==> src/rtl/rr_arbiter_n.sv <==
// N-way round-robin arbiter with a registered one-hot grant, optional grant-hold
// mode and a bounded hold timer so a holder cannot starve waiting requesters.
module rr_arbiter_n #(
    parameter int N        = 4,
    parameter int HOLD     = 0,
    parameter int MAX_HOLD = 4
) (
    input  logic                 clk,
    input  logic                 rst,
    input  logic [N-1:0]         req,
    output logic [N-1:0]         grant,
    output logic [$clog2(N)-1:0] grant_idx,
    output logic                 grant_valid
);

    localparam int IW = $clog2(N);
    localparam int HW = (MAX_HOLD < 1) ? 1 : $clog2(MAX_HOLD + 1);
    // With MAX_HOLD=0 the counter only needs to record "held at least once".
    localparam logic [HW-1:0] HOLD_SAT = (MAX_HOLD == 0) ? HW'(1) : HW'(MAX_HOLD);

    if (N < 2 || N > 16) begin : g_bad_n
        $error("rr_arbiter_n: N must be in 2..16");
    end
    if (HOLD != 0 && HOLD != 1) begin : g_bad_hold
        $error("rr_arbiter_n: HOLD must be 0 or 1");
    end
    if (HOLD == 1 && (MAX_HOLD < 0 || MAX_HOLD > 255)) begin : g_bad_max_hold
        $error("rr_arbiter_n: MAX_HOLD must be in 0..255");
    end

    typedef enum logic {
        IDLE  = 1'b0,
        GRANT = 1'b1
    } state_t;

    // Handshake: req is level-sensitive and sampled only at rising edges; a
    // requester owns the resource in every cycle its grant bit is high.
    state_t          state_q, state_d;
    logic [N-1:0]    grant_q, grant_d;
    logic [IW-1:0]   last_q, last_d;
    logic [HW-1:0]   hold_cnt_q, hold_cnt_d;

    logic [N-1:0]    others;
    logic [N-1:0]    mask;
    logic            rel_a;
    logic            rel_b;
    logic            keep;
    logic            found;
    logic [IW-1:0]   win;

    // While granted, the owner is always last_q, so every search starts at last_q+1.
    always_comb begin
        others = req & ~grant_q;
        rel_a  = ~|(req & grant_q);
        rel_b  = (MAX_HOLD != 0) && (hold_cnt_q == HW'(MAX_HOLD)) && (|others);
        keep   = (HOLD != 0) && (state_q == GRANT) && !rel_a && !rel_b;
        mask   = ((HOLD != 0) && (state_q == GRANT) && rel_b) ? others : req;
    end

    always_comb begin
        found = 1'b0;
        win   = '0;
        for (int k = 0; k < N; k++) begin
            if (!found && mask[(int'(last_q) + 1 + k) % N]) begin
                found = 1'b1;
                win   = IW'((int'(last_q) + 1 + k) % N);
            end
        end
    end

    always_comb begin
        state_d    = state_q;
        grant_d    = grant_q;
        last_d     = last_q;
        hold_cnt_d = hold_cnt_q;
        case (state_q)
            IDLE: begin
                if (found) begin
                    state_d      = GRANT;
                    grant_d      = '0;
                    grant_d[win] = 1'b1;
                    last_d       = win;
                    hold_cnt_d   = HW'(1);
                end
            end
            GRANT: begin
                if (keep) begin
                    if (hold_cnt_q != HOLD_SAT) begin
                        hold_cnt_d = hold_cnt_q + 1'b1;
                    end
                end else if (found) begin
                    grant_d      = '0;
                    grant_d[win] = 1'b1;
                    last_d       = win;
                    hold_cnt_d   = HW'(1);
                end else begin
                    state_d = IDLE;
                    grant_d = '0;
                end
            end
            default: begin
                state_d = IDLE;
                grant_d = '0;
            end
        endcase
    end

    always_ff @(posedge clk or negedge rst) begin
        if (!rst) begin
            state_q    <= IDLE;
            grant_q    <= '0;
            last_q     <= IW'(N - 1);
            hold_cnt_q <= '0;
        end else begin
            state_q    <= state_d;
            grant_q    <= grant_d;
            last_q     <= last_d;
            hold_cnt_q <= hold_cnt_d;
        end
    end

    assign grant       = grant_q;
    assign grant_valid = (state_q == GRANT);
    assign grant_idx   = (state_q == GRANT) ? last_q : '0;

endmodule

==> config.mk <==
export PLATFORM = sky130hd
export DESIGN_NAME = rr_arbiter_n
export DESIGN_NICKNAME = d
export VERILOG_FILES = /design/src/rtl/rr_arbiter_n.sv
export SDC_FILE = /design/constraint.sdc
export NUM_CORES = 1
export LEC_CHECK = 0
export ABC_AREA = 1
export CAP_MARGIN = 40
export CORE_MARGIN = 1.5
export CORE_UTILIZATION = 44
export CTS_CLUSTER_DIAMETER = 40
export DETAILED_ROUTE_END_ITERATION = 6
export GPL_ROUTABILITY_DRIVEN = 0
export GPL_TIMING_DRIVEN = 0
export HOLD_SLACK_MARGIN = 0.02
export PLACE_DENSITY = 0.79
export SETUP_SLACK_MARGIN = 0.3
export SLEW_MARGIN = 20
export SYNTH_ARGS = -nofsm -noshare
export SYNTH_HDL_FRONTEND = slang
export SYNTH_SLANG_ARGS = --single-unit
==> constraint.sdc <==
create_clock -name clk -period 1.6 [get_ports clk]
set_input_delay 0.32 -clock clk [delete_from_list [all_inputs] [get_ports clk]]
set_output_delay 0.32 -clock clk [all_outputs]
set_load 0.005 [all_outputs]
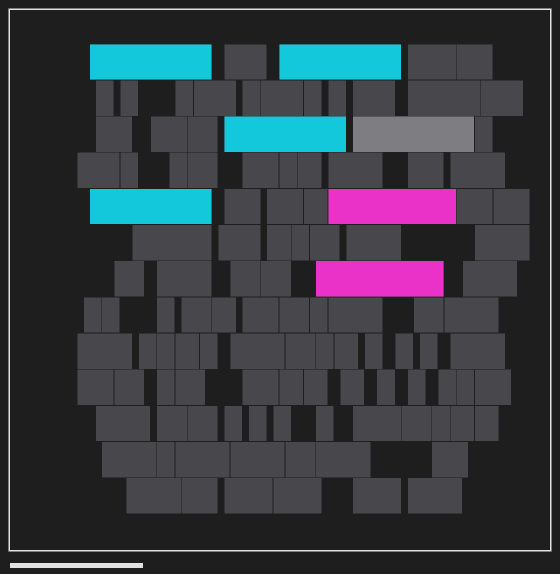
(run_1/flops_by_reg.png)
Scale bar: 10 um. Other sequential cells in the stronger grey, the rest of the logic in the fainter grey.
colour	signal	flops
cyan	`grant`	4
magenta	`last_q`	2
fraction of the core area covered by cells at the end of the flow: 0.708
FF/Latch Area: 178 um2
power consumed by sequential cells: 0.322 mW
register share of the cell area: 0.190

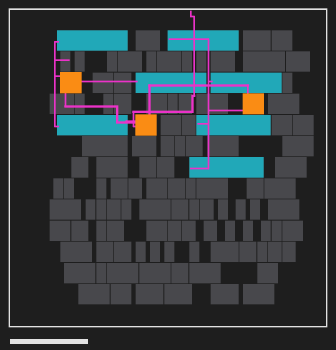
(run_1/clk_routes.png)
Scale bar: 10 um.
[orange] clock drivers | count: 3
[cyan] flip-flops | count: 7
[magenta] clock wires | length: 116 um
routed clock nets	4
final worst clock skew: 0.00258 ns
Clock power frac: 0.070

==> impl_metrics.yaml, run 1 <==
# implementation run metrics
power:
  total_leakage_power_nw: 0.499
  power.net_switching_mw: 1.14
  power.total_mw: 2.33
  power_density_nw_per_um2: 2500
  internal-power_mw: 1.20
  comb-power_mw: 1.85
  share_comb_of_total_power: 0.792
  peakVddDrop_v: 0.00130
  clock_power_mw: 0.163
  sw_frac_of_total: 0.486
  power.sequential.fraction: 0.138
finish:
  final_layout_size_suffix_gt1_frac: 0.500
  final_layout_top_logic_cells: "22 x nand2_1, 12 x nand2_4, 12 x nand2_2"
  clkbuf_count: 4
  largestClassByArea: "combinational gates"
  final.signal_buffer_count: 27
  nNonClkInverters: 10
  layout.filler_cells: 115
  finalNetCount: 121
  sequential_cell_total: 7
  nMultiInputCombCells: 66
  mi_logic_area_um2: 422
  layout_top_cell: "nand2_1"
  comb_area_share: 0.452
  clock_tree_area_fraction: 0.0282
sta:
  maxSlewHeadroom: 0.788
  worst_slack_ns: -0.167
  timing.final.hold_violations: 0
  period_used_share: 1.10
  setup_repair_after_global_routing_missed_its_margin: "true"
  period_minus_slack_ns: 1.77
  final_max_slew_viol_count: 0
  final-setup-viol-count: 5
  setup-tns-final_ns: -0.583
  achievable-frequency_mhz: 566
  tightestPinTransition_ns: 0.317
cts:
  cts_tree: "built"
  cts.clk_slew.worst_paths_ns: 0.05
  ctsRootBufferMaster: "clkbuf_4"
  post_cts_resized: 17
  clock.latency.late_pin_ns: 0.26
  numClockSinks: 7
  maximum_clock_path_buffer_count: 2
  h-tree-depth: 1
die:
  die_width_um: 40.6
  chipArea_um2: 1650
  num_rows: 13
  floorplan.initialDensity: 0.473
  core_area_um2: 1320
  die_height_um: 40.6
placement:
  buffer_ports.inserted: 12
setup_path:
  cp_slowest_stage_delay_ns: 0.54
  cp.depth: 12
  critPathKind: "reg2reg"
  worst-r2r-cell-count: 12
  timing.rr.start: "last_q[0]"
  setup.worst_path.end_class: "flip-flop"
  cp_slowest_cell: "dfstp_2"
  setup.worst_path.start: "last_q[0]"
  data_required_time_of_the_worst_path_ns: 1.78
  critPathMaxFanout: 8
  worstReg2RegEnd: "grant[3]"
  critical_path.top_delay_family: "simple AND/OR/NAND/NOR gates"
  worst-endpoint-arrival_ns: 1.95
  setup_slack_of_the_most_critical_reg_to_reg_path_ns: -0.17
  critical_path.endpoint: "grant[3]"
status:
  failed_checks: "setup timing"
  status: "finished, violations left"
synth:
  number_of_enable_flip_flop_cells: 0
  async_flop_share: 1.00
  synthDominantAreaCellType: "dfrtp_1"
  synth-main-ff-cell: "dfrtp_1"
  synthTopLogicFamily: "simple AND/OR/NAND/NOR gates"
  yosys.area_share.simple: 0.544
  synthesis.yosys.warnings: 0
  ys_top_cells_by_count: "30 x nand2_1, 8 x nand2_2, 8 x nand2_4"
  yosys.area.top_type_share: 0.201
  netlist.top_cell.by_instances: "nand2_1"
  synth-compound-area-share: 0.0643
  yosys_register_bits: 7
  yosys_area_um2: 623
  net_count_entering_floorplan: 91
  synth.cellmix.adderShare: 0
  top_cells_by_area: "dfrtp_1 20%, nand2_1 18%, nand2_4 14%"
  combined_area_of_all_synthesized_cells_um2: 623
  cell_count_listed_in_synth_stat_txt: 85
  yosys.cell_types.count: 20
  yosysSeqAreaShare: 0.285
job:
  maxCapViolCount: 0
  number_of_logged_tool_warnings: 29
global_routing:
  grt_antenna_before_repair: 0
  grt_overflow_total: 0
  maximum_number_of_pins_on_one_net_before_global_route_repair: 9
  grt_pass1_wl_um: 2150
  grt_pass1_vias: 544
routing:
  detail_route.wirelength_um: 1410
  detail_route.drc_violations: 0
  detail_route.vias_per_cell: 4.88
worst_hold_path:
  timing.hold.worst.class: "in2async"
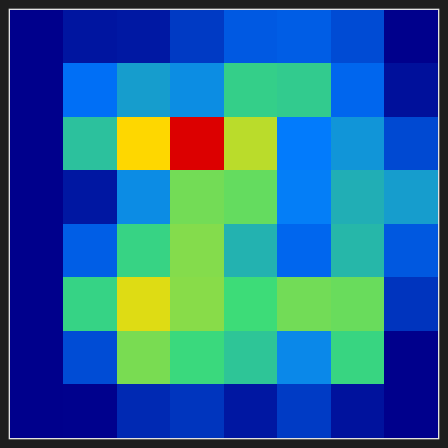
(run_1/metal_density.png)
The die is cut into 8 by 8 equal tiles; dark blue is low, red is high, scaled to the fullest tile. Values are wire area over tile area, all layers added.
fullest tile	0.48
mean over tiles	0.13
nearly empty tiles	19%
overall routing resource usage: 0.198
average detailed-routed wire length per instance: 10.9 um
via count of the routed design: 630

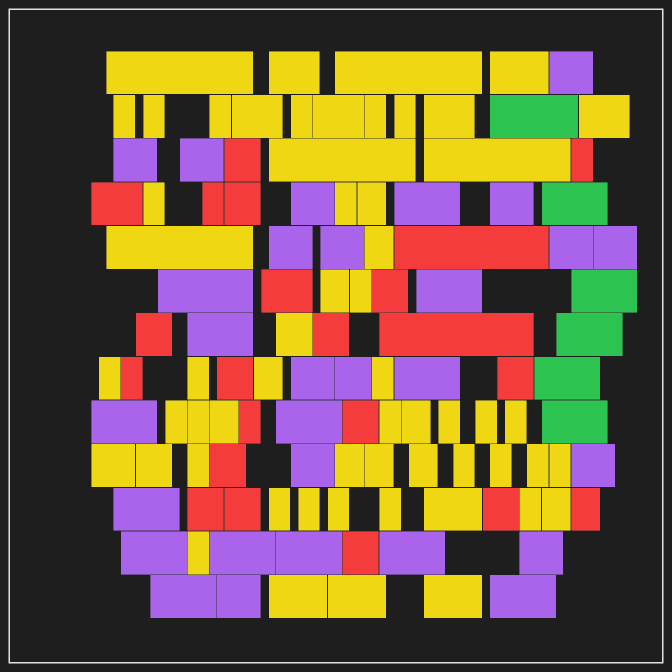
(run_1/sizes.png)
colour	size	cells	share
purple	_3 and _4 cells	29	25%
green	_6 and larger	6	5.3%
red	_2 cells	22	19%
yellow	_0 and _1 cells	57	50%

## run 1: metal layers
layer	GRT usage	vias to the layer above	wire, um
met5	0	-	0
met1	0.239	292	574
met2	0.333	13	777
li1	-	323	-
met3	0.0652	2	51
met4	0.0500	0	4
## run 1: sequential cells by signal, summed over array words and instances, names as in the netlist
signal       cells
last_q           2
grant_valid      1
grant            4
## run 1: per-stage QoR
stage                     worst slack (ns)  hold slack [ns]  area, um2  instances
after floorplan                     0.0950           0.0244        632         85
after global placement              -0.152            0.456        771        112
after detailed placement            -0.185            0.459        771        112
after CTS                          -0.0824            0.330        867        125
after global routing                -0.288            0.342        933        129
final                               -0.167            0.320        933        129
==> inputs of run 2 (changes only) <==
--- a/config.mk
+++ b/config.mk
@@ -14,8 +14,9 @@
 export GPL_ROUTABILITY_DRIVEN = 0
 export GPL_TIMING_DRIVEN = 0
 export HOLD_SLACK_MARGIN = 0.02
+export MAX_ROUTING_LAYER = met4
 export PLACE_DENSITY = 0.79
-export SETUP_SLACK_MARGIN = 0.3
+export SETUP_SLACK_MARGIN = 0.15
 export SLEW_MARGIN = 20
 export SYNTH_ARGS = -nofsm -noshare
 export SYNTH_HDL_FRONTEND = slang
==> run 2 against run 1 <==
Net effect: the flow still finishes with violations (setup timing); register-to-register slack barely moved; core utilization rose by 4.0 points; setup slack improved by 0.012 ns; synthesized cell count did not move; via count rose by 5.1%; global-route usage rose by 2.5 points; area after synthesis did not move; cell count did not move; critical endpoint unchanged; largest cell class unchanged.
==> impl_metrics.yaml, run 2 <==
# implementation run metrics
status:
  status: "finished, violations left"
  failed_checks: "setup timing"
synth:
  synth.cellmix.adderShare: 0
  yosys_register_bits: 7
  yosys.cell_types.count: 20
  net_count_entering_floorplan: 91
  synth_cells: 85
  yosys.area.top_type_share: 0.201
  netlist.top_cell.by_instances: "nand2_1"
  synth-compound-area-share: 0.0643
  synth-main-ff-cell: "dfrtp_1"
  synthTopLogicFamily: "simple AND/OR/NAND/NOR gates"
  combined_area_of_all_synthesized_cells_um2: 623
  cell_count_listed_in_synth_stat_txt: 85
  top_cells_by_area: "dfrtp_1 20%, nand2_1 18%, nand2_4 14%"
  yosys_area_um2: 623
  number_of_enable_flip_flop_cells: 0
  synthesis.yosys.warnings: 0
  async_flop_share: 1.00
  yosys.area_share.simple: 0.544
  ys_top_cells_by_count: "30 x nand2_1, 8 x nand2_2, 8 x nand2_4"
  yosysSeqAreaShare: 0.285
cts:
  cts.clk_slew.worst_paths_ns: 0.06
  maximum_clock_path_buffer_count: 2
  ctsRootBufferMaster: "clkbuf_4"
  cts_tree: "built"
  numClockSinks: 7
power:
  internal-power_mw: 1.29
  peakVddDrop_v: 0.00134
  power.net_switching_mw: 1.26
  sw_frac_of_total: 0.495
  power.sequential.fraction: 0.123
  power.total_mw: 2.56
  comb-power_mw: 2.07
  share_comb_of_total_power: 0.810
die:
  die_width_um: 40.6
  num_rows: 13
  chipArea_um2: 1650
  floorplan.initialDensity: 0.473
  core_area_um2: 1320
  die_height_um: 40.6
sta:
  final_max_slew_viol_count: 0
  worst_slack_ns: -0.156
  timing.final.hold_violations: 0
  achievable-frequency_mhz: 570
  final-setup-viol-count: 7
  period_used_share: 1.10
  period_minus_slack_ns: 1.76
  hold-worst-slack_ns: 0.328
  setup-tns-final_ns: -0.859
global_routing:
  grt_overflow_total: 0
  groute.layer.met1.usage: 0.223
  grt_pass1_wl_um: 2260
  top_usage_layer: "met2"
  grt_antenna_before_repair: 0
  grt_use_met2: 0.409
  grt.met3_usage: 0.0815
  grt_pass1_vias: 555
  grt_use_total: 0.223
placement:
  buffer_ports.inserted: 12
  dp_cells: 112
  dpl-instance-area_um2: 768
  place_ws_ns: -0.193
routing:
  detail_route.drc_violations: 0
  top_layer: "met4"
  detail_route.wirelength_um: 1820
  detail_route.vias_per_cell: 5.13
  wl_met3_um: 50
  drt-pass1-iter-count: 4
  dr_total_vias: 662
  drt-met1-wl_um: 785
setup_path:
  worst-endpoint-arrival_ns: 1.94
  critical_path.top_delay_family: "simple AND/OR/NAND/NOR gates"
  cp_slowest_cell: "dfstp_2"
  timing.rr.start: "last_q[1]"
  data_required_time_of_the_worst_path_ns: 1.78
  cp_slowest_stage_delay_ns: 0.53
  critPathMaxFanout: 6
  critPathKind: "reg2reg"
  setup.worst_path.end_class: "flip-flop"
finish:
  antenna_cells_inserted: 0
  final_layout_top_logic_cells: "22 x nand2_1, 15 x nand2_4, 9 x nand2_2, 9 x buf_4"
  instances_no_fill: 129
  layout.filler_cells: 98
  mi_logic_area_um2: 440
  layout_top_cell: "nand2_1"
  final_layout_size_suffix_gt1_frac: 0.500
  finalNetCount: 121
  finish.instance_area_um2: 986
  largest_reg_flops: 4
job:
  number_of_logged_tool_warnings: 29
  maxCapViolCount: 0
worst_hold_path:
  timing.hold.worst.class: "in2async"
==> run 2: cell counts after synthesis <==
Identical to the previous run, type by type.
==> run 2: final timing paths <==
kind	cells past startpoint	slack, ns	endpoint
setup / recovery	12	-0.16	grant[3]
hold / removal	1	0.33	grant_valid
setup reg to reg	12	-0.16	grant[3]
hold reg to reg	2	0.46	grant[2]
max in group asynchronous	1	0.97	last_q[1]
min in group clk	2	0.46	grant[2]
==> run 2: cell type report <==
class	count	area share
well taps	15	0.0190
clock buffers	4	0.0266
repair buffers	25	0.251
flip-flops and latches	7	0.180
multi-input cells	66	0.447
plain buffers	2	0.0228
inverters	10	0.0533
==> run 2: what timing repair did <==
action                                  CTS  global route
pin swaps                                18            10
gates resized                            23             6
buffers inserted                         11             2
endpoints found under the hold margin     0             0
endpoints found under the setup margin    9            11
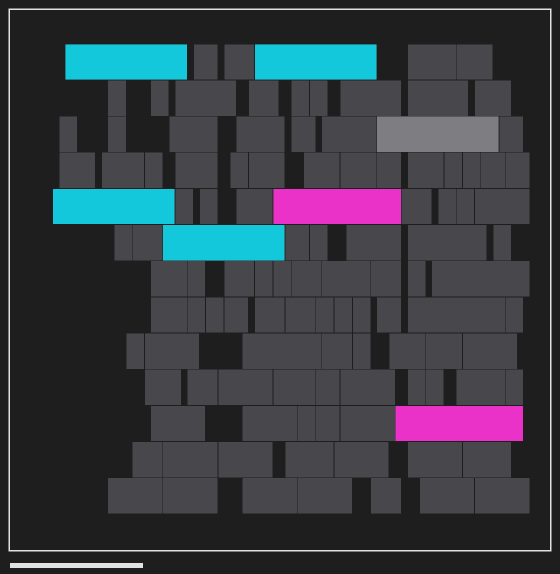
(run_2/flops_by_reg.png)
Scale bar: 10 um. Other sequential cells in the stronger grey, the rest of the logic in the fainter grey.
colour	signal	flops
cyan	`grant`	4
magenta	`last_q`	2
not coloured	1
register share of the cell area: 0.180
power consumed by sequential cells: 0.315 mW
fraction of the core area covered by cells at the end of the flow: 0.748

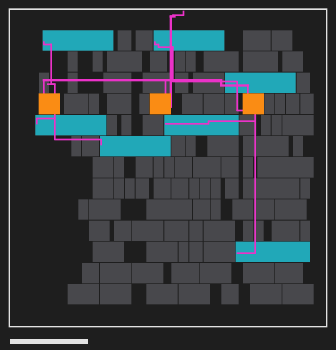
(run_2/clk_routes.png)
Scale bar: 10 um.
[magenta] clock wires | length: 130 um
[orange] clock drivers | count: 3
[cyan] flip-flops | count: 7
routed clock nets	4
Clock power frac: 0.067
clock distribution power: 0.171 mW
clock network latency to the later pin of the worst-skew pair: 0.26 ns

Power figures rest on the tool's default switching activity, not on a simulated workload.
